===== src/rtl/alu_issue.sv =====
// alu_issue: issue/sequencing stage for the integer ALU.
// Accepts one arithmetic bytecode, pops its operands from the operand stack,
// drives the registered ALU operand/op-select inputs, then pushes the result.
// Optional feature macro: ALU_DIVZERO_TRAP_EN. When defined, idiv/irem with a
// zero divisor end in ERR with err_code 3 instead of pushing a result.
module alu_issue #(
  parameter int DEPTH_W = 8
) (
  input  logic               clk,
  input  logic               rst_n,
  input  logic               op_valid,
  input  logic [7:0]         op_code,
  output logic               op_ready,
  input  logic [DEPTH_W-1:0] stack_depth,
  output logic               pop_req,
  input  logic [31:0]        pop_data,
  output logic               push_req,
  output logic [31:0]        push_data,
  output logic [31:0]        alu_operand_a,
  output logic [31:0]        alu_operand_b,
  output logic [3:0]         alu_op_select,
  input  logic [31:0]        alu_result_lo,
  output logic               done,
  output logic               err,
  output logic [1:0]         err_code
);

  typedef enum logic [2:0] {
    IDLE = 3'd0,
    POP1 = 3'd1,
    POP2 = 3'd2,
    EXEC = 3'd3,
    PUSH = 3'd4,
    ERR  = 3'd5
  } state_t;

  localparam logic [1:0] ERR_NONE      = 2'd0;
  localparam logic [1:0] ERR_ILLEGAL   = 2'd1;
  localparam logic [1:0] ERR_UNDERFLOW = 2'd2;
  localparam logic [1:0] ERR_DIVZERO   = 2'd3;

  state_t      state_q;
  logic [3:0]  op_sel_q;
  logic        binary_q;
  logic [31:0] operand_a_q;
  logic [31:0] operand_b_q;
  logic        pop_req_q;
  logic        push_req_q;
  logic        done_q;
  logic        err_q;
  logic [1:0]  err_code_q;
  logic [31:0] push_data_q;

  logic [3:0]  dec_sel;
  logic [1:0]  dec_arity;
  logic        dec_legal;
  logic        div_zero;

  // Bytecode decode: op_select, operand count, and legality.
  always_comb begin
    dec_sel   = 4'd0;
    dec_arity = 2'd0;
    dec_legal = 1'b1;
    case (op_code)
      8'h60: begin dec_sel = 4'd1;  dec_arity = 2'd2; end // iadd
      8'h64: begin dec_sel = 4'd2;  dec_arity = 2'd2; end // isub
      8'h68: begin dec_sel = 4'd3;  dec_arity = 2'd2; end // imul
      8'h6C: begin dec_sel = 4'd4;  dec_arity = 2'd2; end // idiv
      8'h70: begin dec_sel = 4'd5;  dec_arity = 2'd2; end // irem
      8'h74: begin dec_sel = 4'd9;  dec_arity = 2'd1; end // ineg
      8'h78: begin dec_sel = 4'd10; dec_arity = 2'd1; end // ishl
      8'h7A: begin dec_sel = 4'd11; dec_arity = 2'd1; end // ishr
      8'h7E: begin dec_sel = 4'd6;  dec_arity = 2'd2; end // iand
      8'h80: begin dec_sel = 4'd7;  dec_arity = 2'd2; end // ior
      8'h82: begin dec_sel = 4'd8;  dec_arity = 2'd2; end // ixor
      8'h84: begin dec_sel = 4'd0;  dec_arity = 2'd1; end // iinc
      default: dec_legal = 1'b0;
    endcase
  end

  // Divide-by-zero condition; operand_b is already settled on entry to EXEC.
`ifdef ALU_DIVZERO_TRAP_EN
  assign div_zero = binary_q && ((op_sel_q == 4'd4) || (op_sel_q == 4'd5)) &&
                    (operand_b_q == 32'd0);
`else
  assign div_zero = 1'b0;
`endif

  // Sequencer: state plus all registered outputs, loaded for the next state.
  always_ff @(posedge clk or negedge rst_n) begin
    if (!rst_n) begin
      state_q     <= IDLE;
      op_sel_q    <= 4'd0;
      binary_q    <= 1'b0;
      operand_a_q <= 32'd0;
      operand_b_q <= 32'd0;
      pop_req_q   <= 1'b0;
      push_req_q  <= 1'b0;
      done_q      <= 1'b0;
      err_q       <= 1'b0;
      err_code_q  <= ERR_NONE;
      push_data_q <= 32'd0;
    end else begin
      case (state_q)
        IDLE: begin
          if (op_valid) begin
            op_sel_q <= dec_sel;
            binary_q <= (dec_arity == 2'd2);
            if (!dec_legal) begin
              state_q    <= ERR;
              done_q     <= 1'b1;
              err_q      <= 1'b1;
              err_code_q <= ERR_ILLEGAL;
            end else if (stack_depth < DEPTH_W'(dec_arity)) begin
              state_q    <= ERR;
              done_q     <= 1'b1;
              err_q      <= 1'b1;
              err_code_q <= ERR_UNDERFLOW;
            end else begin
              state_q    <= POP1;
              pop_req_q  <= 1'b1;
              err_code_q <= ERR_NONE;
            end
          end
        end
        POP1: begin
          // Second pop only for binary ops; its data lands during EXEC.
          state_q   <= POP2;
          pop_req_q <= binary_q;
        end
        POP2: begin
          // First popped word is the top of stack (value2 for binary ops).
          if (binary_q) operand_b_q <= pop_data;
          else          operand_a_q <= pop_data;
          pop_req_q <= 1'b0;
          state_q   <= EXEC;
        end
        EXEC: begin
          if (binary_q) operand_a_q <= pop_data;
          if (div_zero) begin
            state_q    <= ERR;
            done_q     <= 1'b1;
            err_q      <= 1'b1;
            err_code_q <= ERR_DIVZERO;
          end else begin
            state_q    <= PUSH;
            push_req_q <= 1'b1;
            done_q     <= 1'b1;
          end
        end
        PUSH: begin
          push_data_q <= alu_result_lo;
          push_req_q  <= 1'b0;
          done_q      <= 1'b0;
          state_q     <= IDLE;
        end
        ERR: begin
          done_q  <= 1'b0;
          err_q   <= 1'b0;
          state_q <= IDLE;
        end
        default: begin
          state_q    <= IDLE;
          pop_req_q  <= 1'b0;
          push_req_q <= 1'b0;
          done_q     <= 1'b0;
          err_q      <= 1'b0;
        end
      endcase
    end
  end

  assign op_ready      = (state_q == IDLE);
  assign pop_req       = pop_req_q;
  assign push_req      = push_req_q;
  // The ALU is combinational on the registered operands, so the result is
  // forwarded during PUSH and held afterwards.
  assign push_data     = push_req_q ? alu_result_lo : push_data_q;
  assign alu_operand_a = operand_a_q;
  assign alu_operand_b = operand_b_q;
  assign alu_op_select = op_sel_q;
  assign done          = done_q;
  assign err           = err_q;
  assign err_code      = err_code_q;

endmodule


===== config.mk =====
export PLATFORM = sky130hd
export DESIGN_NAME = alu_issue
export DESIGN_NICKNAME = d
export VERILOG_FILES = /design/src/rtl/alu_issue.sv
export SDC_FILE = /design/constraint.sdc
export NUM_CORES = 1
export LEC_CHECK = 0
export CAP_MARGIN = 20
export CORE_MARGIN = 5
export CORE_UTILIZATION = 50
export DETAILED_ROUTE_END_ITERATION = 10
export DONT_BUFFER_PORTS = 1
export GPL_ROUTABILITY_DRIVEN = 0
export PLACE_DENSITY_LB_ADDON = 0.08
export SYNTH_ARGS = -nofsm -noshare
export SYNTH_HDL_FRONTEND = slang
export SYNTH_SLANG_ARGS = --single-unit

===== constraint.sdc =====
create_clock -name clk -period 1.68 [get_ports clk]
set_clock_uncertainty 0.15 [all_clocks]
set_input_delay 0.168 -clock clk [delete_from_list [all_inputs] [get_ports clk]]
set_output_delay 0.168 -clock clk [all_outputs]
set_load 0.05 [all_outputs]

Run 1, placement by cell class:
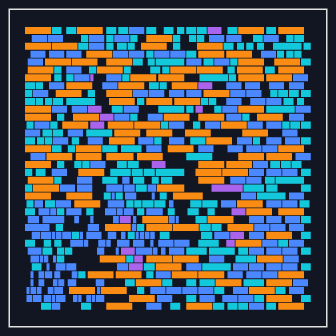
| class | color | cells | share of their area |
|---|---|---|---|
| other buffers and delay cells | cyan | 202 | 28% |
| combinational and other logic | blue | 218 | 34% |
| flops | orange | 110 | 36% |
| clock drivers and dummy loads | purple | 16 | 2.7% |

Run 1, clock distribution:
The bar under the picture is 20 µm long.
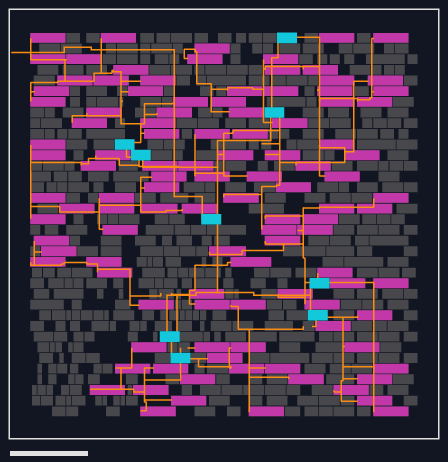
[flip-flops] magenta | count: 110
[clock drivers] cyan | count: 9
[clock wires] orange | length: 1290 µm
flops lie: widely spread
clock power share: 9.7%
Clock Power: 0.00169 W

==> metrics.cfg, run 1 <==
[status]
status = complete, but fails checks
violations = negative hold slack, negative setup slack

[final_layout]
layout-drive-gt1-share_pct = 54.4
clkbuf_count = 11
final_common_cell = mux2_4
final_cells = 679
seqCellArea_um2 = 2760
finalNetCount = 625
n_fill_cell = 501
area_growth_pct = 60.7
stdcell_area_um2 = 7890
seq_area_share_pct = 35.0
ff_count = 110
num_antenna_cells = 0
comb-cell-share_pct = 33.0
comb_cells = 214
inv_count = 4
clockNetworkAreaShare_pct = 2.63
mi_logic_area_um2 = 2610
dominant_cells = registers
fin_util_pct = 81.5

[logic_synthesis]
synth_cell_types = 52
edf_count = 0
synth.cellmix.adderShare_pct = 0.255
area_leaders = dfrtp_1, mux2_2, buf_2, nand2_1, o21ai_0
syn_nets = 435
syn_area_per_cell_um2 = 14.0
ff_type = dfrtp_1
compound_area_share_pct = 5.15
synth_area_leader_cell = dfrtp_1
common_cells = mux2_2, dfrtp_1, buf_2
async_reset_ff_share_pct = 100
ys_ff = 110
most_common_cell = mux2_2
synthCells = 351
ys_chip_area_um2 = 4910
ys_top_logic_family = multiplexers
synth.top_cell.area_share_pct = 56.1
mux_share_pct = 30.2
yosysWarnings = 0
ys_cells = 351
ys_sh_xor_pct = 0.357
simple_gate_share_pct = 5.05

[floorplanning]
die_h_um = 109
fp.dieW_um = 109
dieArea_um2 = 11900
std_cell_rows = 36
nWellTaps = 133
ios = 190
coreArea_um2 = 9680
fp_util_pct = 50.7

[sta]
setup-violations-final = 130
relSlewSlack_pct = 64.8
setup_tns_ps = -9880
worst_slew_pin_slew_ps = 522
finalClockPeriodUsage_pct = 119
fmax_mhz = 498
fin_crit_ps = 2010
setup_ws_ps = -327
hold_viol = 111
hold_ws_ps = -674

[placement]
dpl.hpwl_um = 8030
io_buffer_count = 0
dp.cells = 555
pre_cts_ws_ps = -630
dpl_cell_area_um2 = 5910

[setup_path]
end_kind = register
critical_path_required_ps = 1820
r2r_slack_ps = -80
worstPathArrival_ps = 2150
start_kind = primary input
worstSetupStartpoint = op_code[6]
r2r-start = state_q[2]
cp_top_family = simple AND/OR/NAND/NOR gates
critPathKind = in -> reg
worst_path_max_delay_cell = or4_4
cp_max_fo = 5
crit_buf_inv = 0
path_cells = nor4b_4 > nand2_2 > a21oi_2 > a31oi_1 > ha_2 > or4_4 > nor4_4 > o221a_2 > o211ai_2 > a21oi_1
reg2reg_to = push_data_q[29]
setup.worst_path.end = state_q[2]
critPathMaxStageDelay_ps = 420
worst-path-stages = 10
reg2reg_depth = 6

[power_and_ir_drop]
sw_frac_of_total_pct = 45.8
report.power.total_w = 0.0175
peakVddDrop_uv = 1250
comb_power_w = 0.0111
power_leader = combinational cells
power_switching_w = 0.00801
powerDensity_nw_per_um2 = 2220
seq-power_w = 0.00468
combPwrFrac_pct = 63.6
leakagePower_nw = 3.70
power_frac_seq_pct = 26.7
internal-power_w = 0.00949

[clocking]
post_cts_buffers = 22
clock-sinks = 110
cts.clk_slew.worst_paths_ps = 110
htree_levels = 3
tritoncts = yes
clock_latency_ps = 370
cts-resized-gates = 109
root_buffer = clkbuf_8
holdBufCountCts = 72

[drt]
drtPass1Iterations = 4
wl_met3_um = 1210
wl_met2_um = 7620
maxUsedRoutingLayer = met4
avgViaCountPerCell = 5.52
drc_errors = 0
antenna_left = 0
drt_iter0_drc = 181
wl_met1_um = 5980

[global_route]
gr-max-usage-layer = met2
grt_max_degree = 111
grt_use_met3_pct = 6.99
antenna_found_initial = 0
grt_pass1_wl_um = 21500
use_met2_pct = 40.3
gr-total-overflow = 0
grtUsageMet1_pct = 29.2

[hold_path]
hold_path.class = in -> async

[flow_run]
log.warning_count = 33
cap_violations = 0

Run 1, routed metal per tile:
22 x 22 tiles, from dark blue (low) to red (high), scaled to the fullest tile. Values are wire area over tile area, all layers added.
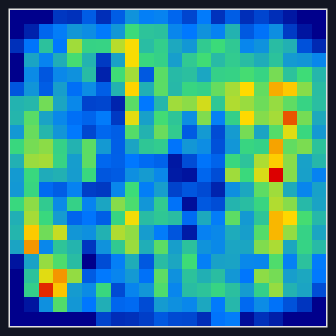
densest ninth of the die: east
mean over tiles: 0.20
emptiest ninth of the die: north-west
nearly empty tiles: 4.8%
tiles over half the peak: 21%
fullest tile: 0.57
wire length per cell: 22.2 µm
final wirelength: 15000 µm
GRT Util Overall: 23.5%
vias: 3745

## Run 2: what changed since run 1
--- a/config.mk
+++ b/config.mk
@@ -12,6 +12,7 @@
 export DONT_BUFFER_PORTS = 1
 export GPL_ROUTABILITY_DRIVEN = 0
 export PLACE_DENSITY_LB_ADDON = 0.08
+export SLEW_MARGIN = 10
 export SYNTH_ARGS = -nofsm -noshare
 export SYNTH_HDL_FRONTEND = slang
 export SYNTH_SLANG_ARGS = --single-unit
Run 2, signal wires on met4:
Cells faint in the background.
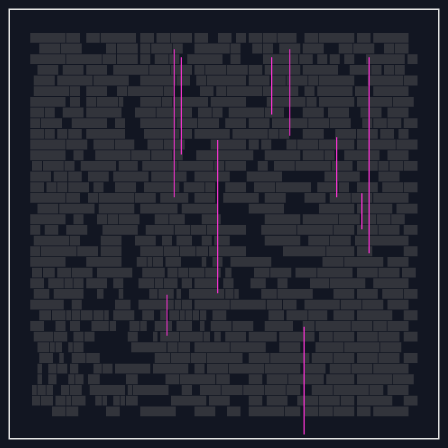
longest straight run: 49.6 µm
share of all routed wire: 1.6%
main direction: vertical

==> run 2 against run 1 <==
The run still ends with negative hold slack, negative setup slack left; register-to-register slack barely moved; die area unchanged; critical path depth did not move; wire length is the same; count of clock-buffer cells in the layout did not move; sequential cell count stayed put; worst hold slack stayed put; first-iteration DRC count stayed put; cell area is the same; via count is the same; maximum frequency unchanged; core utilization did not move.
==> metrics.cfg, run 2 <==
[setup_path]
worstPathArrival_ps = 2150
reg2reg_depth = 6
reg2reg_to = push_data_q[29]
r2r-start = state_q[2]
worst-path-stages = 10
end_kind = register
crit_buf_inv = 0
critical_path_required_ps = 1820
critPathKind = in -> reg
worstSetupStartpoint = op_code[6]
worst_path_max_delay_cell = or4_4
path_cells = nor4b_4 > nand2_2 > a21oi_2 > a31oi_1 > ha_2 > or4_4 > nor4_4 > o221a_2 > o211ai_2 > a21oi_1
cp_top_family = simple AND/OR/NAND/NOR gates
cp_max_fo = 5
start_kind = primary input
critPathMaxStageDelay_ps = 420
r2r_slack_ps = -80
setup.worst_path.end = state_q[2]

[power_and_ir_drop]
powerClk_w = 0.00169
sw_frac_of_total_pct = 45.8
combPwrFrac_pct = 63.6
power_frac_seq_pct = 26.7
leakagePower_nw = 3.70
report.power.total_w = 0.0175
powerDensity_nw_per_um2 = 2220
seq-power_w = 0.00468
pwr-share-clk_pct = 9.7
internal-power_w = 0.00949
comb_power_w = 0.0111
power_leader = combinational cells

[logic_synthesis]
ff_type = dfrtp_1
ys_top_logic_family = multiplexers
area_leaders = dfrtp_1, mux2_2, buf_2, nand2_1, o21ai_0
ys_chip_area_um2 = 4910
common_cells = mux2_2, dfrtp_1, buf_2
ys_ff = 110
synth_cell_types = 52
synthCells = 351
compound_area_share_pct = 5.15
synth_area_leader_cell = dfrtp_1
mux_share_pct = 30.2
most_common_cell = mux2_2
edf_count = 0
yosysWarnings = 0
syn_area_per_cell_um2 = 14.0
simple_gate_share_pct = 5.05
async_reset_ff_share_pct = 100
syn_nets = 435
synth.cellmix.adderShare_pct = 0.255
ys_cells = 351
synth.top_cell.area_share_pct = 56.1
ys_sh_xor_pct = 0.357

[final_layout]
stdcell_area_um2 = 7890
comb-cell-share_pct = 33.0
num_antenna_cells = 0
final_common_cell = mux2_4
mi_logic_area_um2 = 2610
layout-drive-gt1-share_pct = 54.4
seq_area_share_pct = 35.0
final_cells = 679
inv_count = 4
clockNetworkAreaShare_pct = 2.63
ff_count = 110
n_fill_cell = 501
comb_cells = 214
seqCellArea_um2 = 2760
clkbuf_count = 11
area_growth_pct = 60.7
dominant_cells = registers

[global_route]
antenna_found_initial = 0
use_met2_pct = 40.3
gr-max-usage-layer = met2
grt_use_met3_pct = 6.99
grt_pass1_wl_um = 21500
grt_pass1_vias = 3906
grt.total_usage_pct = 23.5
gr-total-overflow = 0
grt_max_degree = 111
grtUsageMet1_pct = 29.2

[clocking]
tritoncts = yes
cts-resized-gates = 109
root_buffer = clkbuf_8
holdBufCountCts = 72
htree_levels = 3
clock_latency_ps = 370
post_cts_buffers = 22
cts.clk_slew.worst_paths_ps = 110
clock-sinks = 110

[drt]
drt-wirelength-per-cell_um = 22.2
maxUsedRoutingLayer = met4
drtPass1Iterations = 4
antenna_left = 0
wl_met2_um = 7620
drt_iter0_drc = 181
vias = 3745
drc_errors = 0
wirelength_um = 15000
wl_met3_um = 1210
avgViaCountPerCell = 5.52
wl_met1_um = 5980

[sta]
worst_slew_pin_slew_ps = 522
setup-violations-final = 130
fmax_mhz = 498
relSlewSlack_pct = 64.8
setup_ws_ps = -327
hold_viol = 111
fin_crit_ps = 2010
setup_tns_ps = -9880
hold_ws_ps = -674
finalClockPeriodUsage_pct = 119

[floorplanning]
ios = 190
dieArea_um2 = 11900
die_h_um = 109
coreArea_um2 = 9680
nWellTaps = 133
fp.dieW_um = 109
std_cell_rows = 36

[hold_path]
hold_path.class = in -> async

[flow_run]
log.warning_count = 33
cap_violations = 0

[status]
status = complete, but fails checks
violations = negative hold slack, negative setup slack

[placement]
dpl_cell_area_um2 = 5910
pre_cts_ws_ps = -630
dp.cells = 555
io_buffer_count = 0
dpl.hpwl_um = 8030

Power is estimated from default activity; no workload was simulated.
